## config.mk

```make
export PLATFORM = sky130hd
export DESIGN_NAME = freqdiv_ctrl
export DESIGN_NICKNAME = d
export VERILOG_FILES = /design/src/rtl/freqdiv_pkg.sv /design/src/rtl/frac_ce_gen.sv /design/src/rtl/freqdiv_ctrl.sv
export SDC_FILE = /design/constraint.sdc
export NUM_CORES = 1
export LEC_CHECK = 0
export ABC_AREA = 0
export CORE_MARGIN = 4
export CORE_UTILIZATION = 41
export CTS_BUF_LIST = sky130_fd_sc_hd__clkbuf_16
export CTS_CLUSTER_SIZE = 28
export DETAILED_ROUTE_END_ITERATION = 10
export HOLD_SLACK_MARGIN = 0.08
export SKIP_CTS_REPAIR_TIMING = 1
export SLEW_MARGIN = 20
export SYNTH_ARGS = -nofsm -noshare
export SYNTH_HDL_FRONTEND = slang
export SYNTH_SLANG_ARGS = --single-unit
```

## constraint.sdc

```tcl
create_clock -name clk_in -period 3.49 [get_ports clk_in]
set_input_delay 0.698 -clock clk_in [delete_from_list [all_inputs] [get_ports clk_in]]
set_output_delay 0.698 -clock clk_in [all_outputs]
set_load 0.01 [all_outputs]
```

## src/rtl/freqdiv_pkg.sv

```systemverilog
// Shared types and defaults for the fractional clock-enable divider.
package freqdiv_pkg;

    localparam int unsigned FREQDIV_W = 8;

    typedef enum logic [1:0] {
        MODE_BYPASS = 2'b00,
        MODE_INT    = 2'b01,
        MODE_FRAC   = 2'b10
    } mode_t;

    typedef enum logic [2:0] {
        S_IDLE,
        S_DRAIN,
        S_LOAD,
        S_SETTLE,
        S_RUN
    } state_t;

endpackage

```

## src/rtl/frac_ce_gen.sv

```systemverilog
// Fractional clock-enable generator: accumulator-based div_out/div_in pulse train.
module frac_ce_gen
    import freqdiv_pkg::*;
#(
    parameter int unsigned W = FREQDIV_W
) (
    input  logic         clk_in,
    input  logic         rst,
    input  logic         load,
    input  logic         en,
    input  logic [W-1:0] ld_div_in,
    input  logic [W-1:0] ld_div_out,
    output logic         pulse
);

    logic [W-1:0] div_in_q;
    logic [W-1:0] div_out_q;
    logic [W:0]   acc_q;
    logic [W:0]   sum;

    // Pulse when this cycle's accumulation crosses the numerator.
    always_comb begin
        sum   = acc_q + {1'b0, div_out_q};
        pulse = (sum >= {1'b0, div_in_q});
    end

    // Ratio registers and accumulator; acc stays below div_in so W+1 bits never overflow.
    always_ff @(posedge clk_in or negedge rst) begin
        if (!rst) begin
            div_in_q  <= '0;
            div_out_q <= '0;
            acc_q     <= '0;
        end else if (load) begin
            div_in_q  <= ld_div_in;
            div_out_q <= ld_div_out;
            acc_q     <= '0;
        end else if (en) begin
            acc_q <= pulse ? (sum - {1'b0, div_in_q}) : sum;
        end
    end

endmodule

```

## src/rtl/freqdiv_ctrl.sv

```systemverilog
// Ratio reconfiguration controller for the fractional clock-enable divider.
// Optional macro FREQDIV_CTRL_DRAIN_EN: DRAIN keeps the old ce_out pattern
// until the old generator pulses, instead of a single blanked cycle.
module freqdiv_ctrl
    import freqdiv_pkg::*;
#(
    parameter int unsigned W      = FREQDIV_W,
    parameter int unsigned SETTLE = 4
) (
    input  logic         clk_in,
    input  logic         rst,
    input  logic         req_valid,
    output logic         req_ready,
    input  logic [W-1:0] req_div_in,
    input  logic [W-1:0] req_div_out,
    output logic         ce_out,
    output logic [1:0]   mode,
    output logic         busy,
    output logic         locked,
    output logic         cfg_err
);

    localparam int unsigned CW = $clog2(SETTLE + 1);

    state_t        state_q, state_n;
    mode_t         mode_q, sh_mode_q;
    logic [W-1:0]  sh_div_in_q, sh_div_out_q;
    logic [CW-1:0] settle_cnt_q;
    logic          cfg_err_q;

    logic ready_c, ce_c, accept, legal, gen_load, gen_en, gen_pulse;

    frac_ce_gen #(.W(W)) u_gen (
        .clk_in     (clk_in),
        .rst        (rst),
        .load       (gen_load),
        .en         (gen_en),
        .ld_div_in  (sh_div_in_q),
        .ld_div_out (sh_div_out_q),
        .pulse      (gen_pulse)
    );

    // Next-state, handshake and clock-enable decode.
    always_comb begin
        state_n  = state_q;
        ce_c     = 1'b0;
        gen_en   = 1'b0;
        gen_load = 1'b0;
        ready_c  = (state_q == S_IDLE) || (state_q == S_RUN);
        legal    = (req_div_out != '0) && (req_div_in >= req_div_out);
        accept   = req_valid && ready_c;
        case (state_q)
            S_IDLE: ce_c = 1'b1;
            S_DRAIN: begin
`ifdef FREQDIV_CTRL_DRAIN_EN
                // Bypass counts as an every-cycle pulse, so draining from IDLE takes one cycle.
                if (mode_q == MODE_BYPASS) begin
                    ce_c    = 1'b1;
                    state_n = S_LOAD;
                end else begin
                    ce_c   = gen_pulse;
                    gen_en = 1'b1;
                    if (gen_pulse) state_n = S_LOAD;
                end
`else
                state_n = S_LOAD;
`endif
            end
            S_LOAD: begin
                gen_load = 1'b1;
                state_n  = S_SETTLE;
            end
            S_SETTLE: if (settle_cnt_q == '0) state_n = S_RUN;
            S_RUN: begin
                ce_c   = gen_pulse;
                gen_en = 1'b1;
            end
            default: state_n = S_IDLE;
        endcase
        if (accept) state_n = legal ? S_DRAIN : S_IDLE;
    end

    // State, shadow ratio, mode, settle counter and error pulse.
    always_ff @(posedge clk_in or negedge rst) begin
        if (!rst) begin
            state_q      <= S_IDLE;
            mode_q       <= MODE_BYPASS;
            sh_mode_q    <= MODE_BYPASS;
            sh_div_in_q  <= '0;
            sh_div_out_q <= '0;
            settle_cnt_q <= '0;
            cfg_err_q    <= 1'b0;
        end else begin
            state_q   <= state_n;
            cfg_err_q <= accept && !legal;
            if (accept && legal) begin
                sh_div_in_q  <= req_div_in;
                sh_div_out_q <= req_div_out;
                sh_mode_q    <= (req_div_out == W'(1)) ? MODE_INT : MODE_FRAC;
            end
            if (accept && !legal) mode_q <= MODE_BYPASS;
            else if (state_q == S_LOAD) mode_q <= sh_mode_q;
            if (state_q == S_LOAD) settle_cnt_q <= CW'(SETTLE - 1);
            else if (state_q == S_SETTLE && settle_cnt_q != '0) settle_cnt_q <= settle_cnt_q - CW'(1);
        end
    end

    // IDLE decodes to ready/bypass, so those two outputs are gated by rst to read 0 during reset.
    assign ce_out    = rst && ce_c;
    assign req_ready = rst && ready_c;
    assign busy      = (state_q == S_DRAIN) || (state_q == S_LOAD) || (state_q == S_SETTLE);
    assign locked    = (state_q == S_RUN);
    assign mode      = mode_q;
    assign cfg_err   = cfg_err_q;

endmodule

```

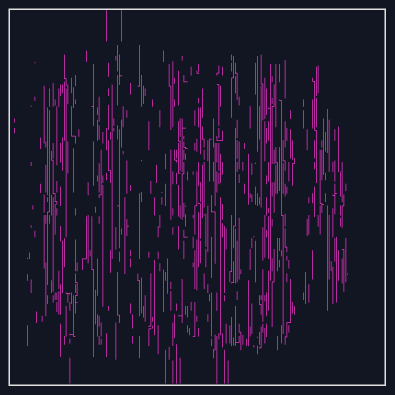
Fig. 1. Signal wires on met2 (run 1).
Scale: 4 px per µm.
longest straight run: 54.1 µm
nets with wire on the layer: 341

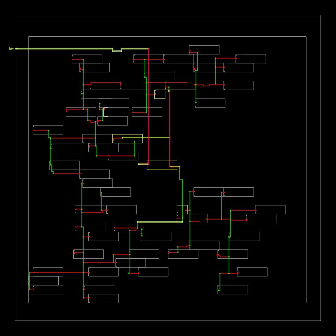
Fig. 2. The clock network (run 1).
Num CTS Buffers: 5
Clock Latency Late Sink: 0.29 ns
clock buf count: 5
Sink Count: 52

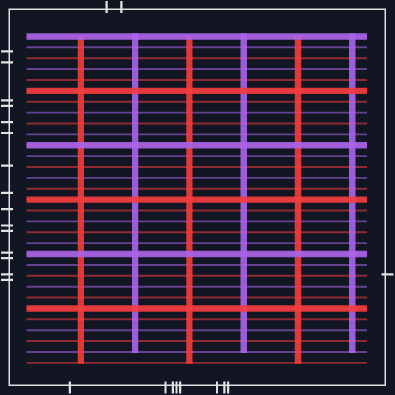
Fig. 3. Floorplan with the power grid (run 1).
Scale: 4 px per µm. Pins as bars on the die edge.
| colour | net |
|---|---|
| purple | VDD |
| red | VSS |
met1 rails: 31
signal pins: 26
rows: 30
met5 straps: 6
die height: 93.7 µm
die width: 93.7 µm
Core ar.: 0.00694 mm²
Worst VDD drop: 0.355 mV

==> impl_metrics.toml, run 1 <==
# physical design summary
[drt]
routed.top_layer = "met4"
drt-pass1-iter-count = 4
ant_nets = 0
wl_met2_um = 3060
drc = 0
wire_per_inst_um = 14.0

[final_layout]
lay_top_count = "dfrtp_1"
buffers = 67
mi_logic_area_mm2 = 0.00169
largest_register = "u_gen.acc_q"
final_area_mm2 = 0.00393
area_growth_pct = 30.6

[critical_path]
reg2reg_depth = 17
crit_path_max_incr_delay_ns = 0.43
cp.buffers_inverters = 1
endpoint_kind = "output port"
crit_path_start = "u_gen.acc_q[1]$_DFFE_PN0P_"
required_ns = 2.79
cp-start-kind = "register"
critPathKind = "register to output port"
path_cells = "ha_4, a211oi_2, nor2_2, or3_4, a211oi_2, nor2_1, xor2_1, ha_1, nand4_1, nor2_1, nor2_1, o21ai_2, or2_4, o21a_1, buf_2"
r2r-start = "u_gen.acc_q[1]$_DFFE_PN0P_"
critPathArrivalTime_ns = 3.29

[final_timing]
setup_ws_ns = -0.502
worst_pin_slew_ns = 0.745
setup_viol_count_final = 1
period_used_share = 1.14
slew_headroom = 0.503
slew_violations = 0
hold_viol_final = 0

[yosys]
top_cell_area_share = 0.433
synthDistinctLibCells = 52
yosys-top-cells-count = "dfrtp_1 (52), nand2_1 (49), inv_1 (27), ha_1 (26), o21ai_0 (25)"
ys.warnings.count = 0
syn_avg_cell_area_um2 = 9.67
fp_nets = 358
topCombFamilyByArea = "AND-OR/OR-AND gates"
synth.most_common_cell = "dfrtp_1"
synth_flops = 52
syn_inst = 311
ys.flop_type = "dfrtp_1"
area_leaders = "dfrtp_1 (43%), ha_1 (11%), nand2_1 (6.1%), mux2_2 (4.5%), o21ai_0 (4.2%)"
yosys.area_share.adder = 0.121
edf_count = 0
ys_area_mm2 = 0.00301

[hold_path]
hold_path_class = "register to register"
min_from = "sh_div_out_q[5]$_DFFE_PN0P_"

[clock_tree]
path_clk_slew_ns = 0.07
clockBufferDepth = 2
cts_tree = "yes"
cts_max_level = 2

[grt]
grt_antenna_before_repair = 0
grtUsageTotal = 0.161
grt_pass1_vias = 2356
gr-total-overflow = 0
grt.met1_usage = 0.227
grt_pass1_wl_um = 11200

[floorplanning]
taps = 96
io_pins = 26

[pwr]
power.clock.total_mw = 0.489
maxPowerGroup = "combinational logic"
p_leak_nw = 1.94
pg_comb_mw = 1.98
intPower_mw = 2.14

[placed_design]
dp_hpwl_um = 5190

[status]
violations = "setup timing"
status = "complete, but fails checks"

[run]
cap_violations = 0
==> run 2: changes to the inputs <==
--- a/config.mk
+++ b/config.mk
@@ -6,13 +6,17 @@
 export NUM_CORES = 1
 export LEC_CHECK = 0
 export ABC_AREA = 0
+export CELL_PAD_IN_SITES_DETAIL_PLACEMENT = 1
+export CELL_PAD_IN_SITES_GLOBAL_PLACEMENT = 2
 export CORE_MARGIN = 4
-export CORE_UTILIZATION = 41
+export CORE_UTILIZATION = 33
 export CTS_BUF_LIST = sky130_fd_sc_hd__clkbuf_16
 export CTS_CLUSTER_SIZE = 28
 export DETAILED_ROUTE_END_ITERATION = 10
 export HOLD_SLACK_MARGIN = 0.08
+export PLACE_DENSITY_LB_ADDON = 0.1
 export SKIP_CTS_REPAIR_TIMING = 1
+export SKIP_LAST_GASP = 1
 export SLEW_MARGIN = 20
 export SYNTH_ARGS = -nofsm -noshare
 export SYNTH_HDL_FRONTEND = slang
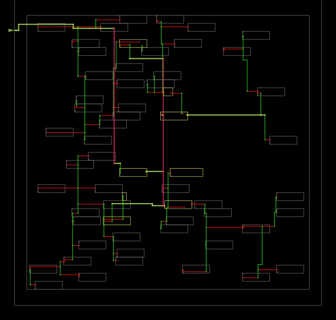
Fig. 4. The clock network (run 2).
clk_skew: 0.00463 ns
Clock group: 0.567 mW

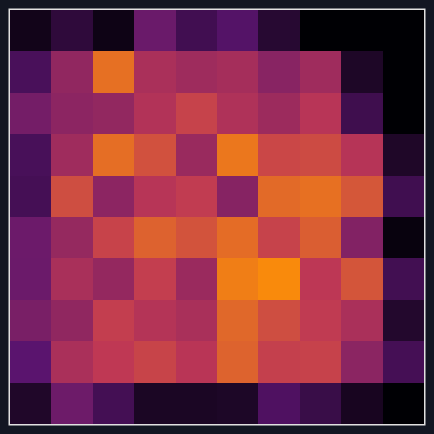
Fig. 5. Placement density heat map (run 2).
Scale: 4 px per µm. 10 x 10 tiles, from black (low) to pale yellow (high), 0 to 100% covered.
emptiest ninth of the die: top right
mean over tiles: 37%
densest ninth of the die: middle
fullest tile: 75%

==> run 2 against run 1 <==
  * The run still ends with setup timing left
  * Worst hold slack gained 0.0084 ns
  * Global-route usage increased by 0.40 points
  * Clock skew about the same
  * Sequential share of layout area decreased by 1.2 points
  * Non-clock buffer count up 10
  * First-iteration DRC count shrank 54%
  * Sequential power decreased by 0.6%
  * Via count is 4.6% higher
  * Register-to-register slack worse by 0.18 ns
  * Die size rose by 22%
  * Final area grew 3.9%
  * Critical endpoint unchanged
==> impl_metrics.toml, run 2 <==
# physical design summary
[status]
status = "complete, but fails checks"
violations = "setup timing"

[yosys]
ys_cells = 311
synthArstFlopShare = 1.00
edf_count = 0
synthDistinctLibCells = 52
topCombFamilyByArea = "AND-OR/OR-AND gates"
synth_flops = 52
synthAoiAreaFrac = 0.166
synth_area_mm2 = 0.00301
ys.warnings.count = 0
yosys-top-cells-count = "dfrtp_1 (52), nand2_1 (49), inv_1 (27), ha_1 (26), o21ai_0 (25)"
yosys.area_share.adder = 0.121
ys_area_mm2 = 0.00301
synth.most_common_cell = "dfrtp_1"
top_cell_area_share = 0.433
syn_inst = 311
area_leaders = "dfrtp_1 (43%), ha_1 (11%), nand2_1 (6.1%), mux2_2 (4.5%), o21ai_0 (4.2%)"
syn_avg_cell_area_um2 = 9.67
ys_sh_xor = 0.0233
fp_nets = 358
ys.flop_type = "dfrtp_1"

[final_timing]
slew_headroom = 0.495
max_freq_mhz = 247
tns_ns = -1.38
slew_violations = 0
setup_ws_ns = -0.556
worst_pin_slew_ns = 0.755
period_used_share = 1.16
fin_crit_ns = 4.05
hold_viol_final = 0
setup_viol_count_final = 9
rsz0062_at_grt = "yes"

[placed_design]
placed_cell_area_mm2 = 0.00372
io_buffers = 25
dp_hpwl_um = 6250
dp.cells = 480

[critical_path]
path_depth = 15
critPathKind = "register to output port"
endpoint_kind = "output port"
r2r-start = "u_gen.acc_q[0]$_DFFE_PN0P_"
required_ns = 2.79
cp.buffers_inverters = 2
crit_path_max_incr_delay_ns = 0.40
crit_path_start = "u_gen.acc_q[0]$_DFFE_PN0P_"
reg2reg_depth = 19
path_delay_family = "adder cells"
critical-path-slowest-cell = "dfrtp_1"
reg2reg_to = "u_gen.acc_q[0]$_DFFE_PN0P_"
cp-start-kind = "register"
critPathArrivalTime_ns = 3.35
path_cells = "ha_4, inv_1, fa_2, nand2b_4, a21oi_4, nor2_2, xnor2_2, ha_4, a21oi_4, nand2_1, o21ai_2, and2b_2, or2_4, o21a_1, clkbuf_2"
critPathCapture = "ce_out"

[hold_path]
hold_path_class = "register to register"
min_from = "sh_div_out_q[7]$_DFFE_PN0P_"

[pwr]
cellPowerDensity_mw_per_mm2 = 931
pg_comb_mw = 2.28
seq_power_share = 0.251
report.power.total_mw = 3.80
intPower_mw = 2.39
ir_worst_vdd_mv = 0.305
p_leak_nw = 2.02
maxPowerGroup = "combinational logic"
p_comb_frac = 0.600

[final_layout]
final_cells = 499
final_cell_mix = "dfrtp_1 (52), nand2_1 (49), buf_4 (46)"
nNetsFinal = 437
lay_top_count = "dfrtp_1"
area_growth_pct = 35.6
layout.non_clock_inverters = 27
antenna_cells = 0
largest_class = "logic gates"
buffers = 77
drive_gt1_frac = 0.253
mi_logic_area_mm2 = 0.00170
final-clk-cell-share = 0.0411
largest_register = "u_gen.acc_q"
nClkBuffers = 5
final_area_mm2 = 0.00408

[grt]
grt.met1_usage = 0.233
grtUsageTotal = 0.165
gr-total-overflow = 0
grt_pass1_wl_um = 13600
grt_pass1_vias = 2645
grt_antenna_before_repair = 0
grt_max_degree = 53

[drt]
met1Wirelength_um = 4030
drt-pass1-iter-count = 4
drt_iter0_markers = 57
num_vias = 2490
routed.top_layer = "met4"
drc = 0
wire_per_inst_um = 16.6
ant_nets = 0
drt-total-wl_um = 8270
viasPerCell = 4.99
wl_met2_um = 3970

[floorplanning]
die_width_um = 103
dieArea_mm2 = 0.0107
die.size.y_um = 103
io_pins = 26
taps = 108
rows = 34
coreArea_mm2 = 0.00881

[run]
warning_count = 28
cap_violations = 0

[clock_tree]
clockRootBuffer = "clkbuf_16"
cts_made_buffers = 5
clk_latency_ns = 0.29
clockBufferDepth = 2
path_clk_slew_ns = 0.07
cts_tree = "yes"
cts_max_level = 2
clock_sinks = 52
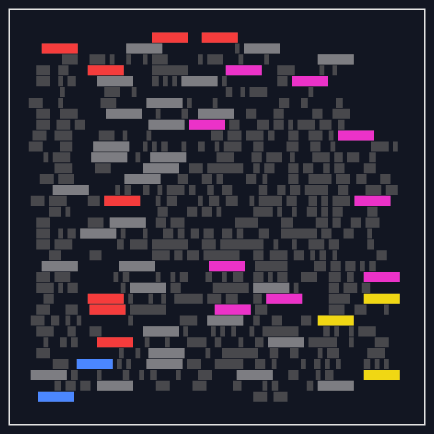
Fig. 6. Where the registers sit (run 2).
Scale: 4 px per µm.
| colour | signal | flops |
|---|---|---|
| blue | sh_mode_q | 2 |
| magenta | u_gen.acc_q | 9 |
| yellow | settle_cnt_q | 3 |
| red | sh_div_out_q | 8 |
register area: 0.00130 mm²
Seq area share: 0.319
seq pwr: 0.955 mW
Core Util, Final: 0.463

No activity file was given, so power comes from the tool's default toggle rates.
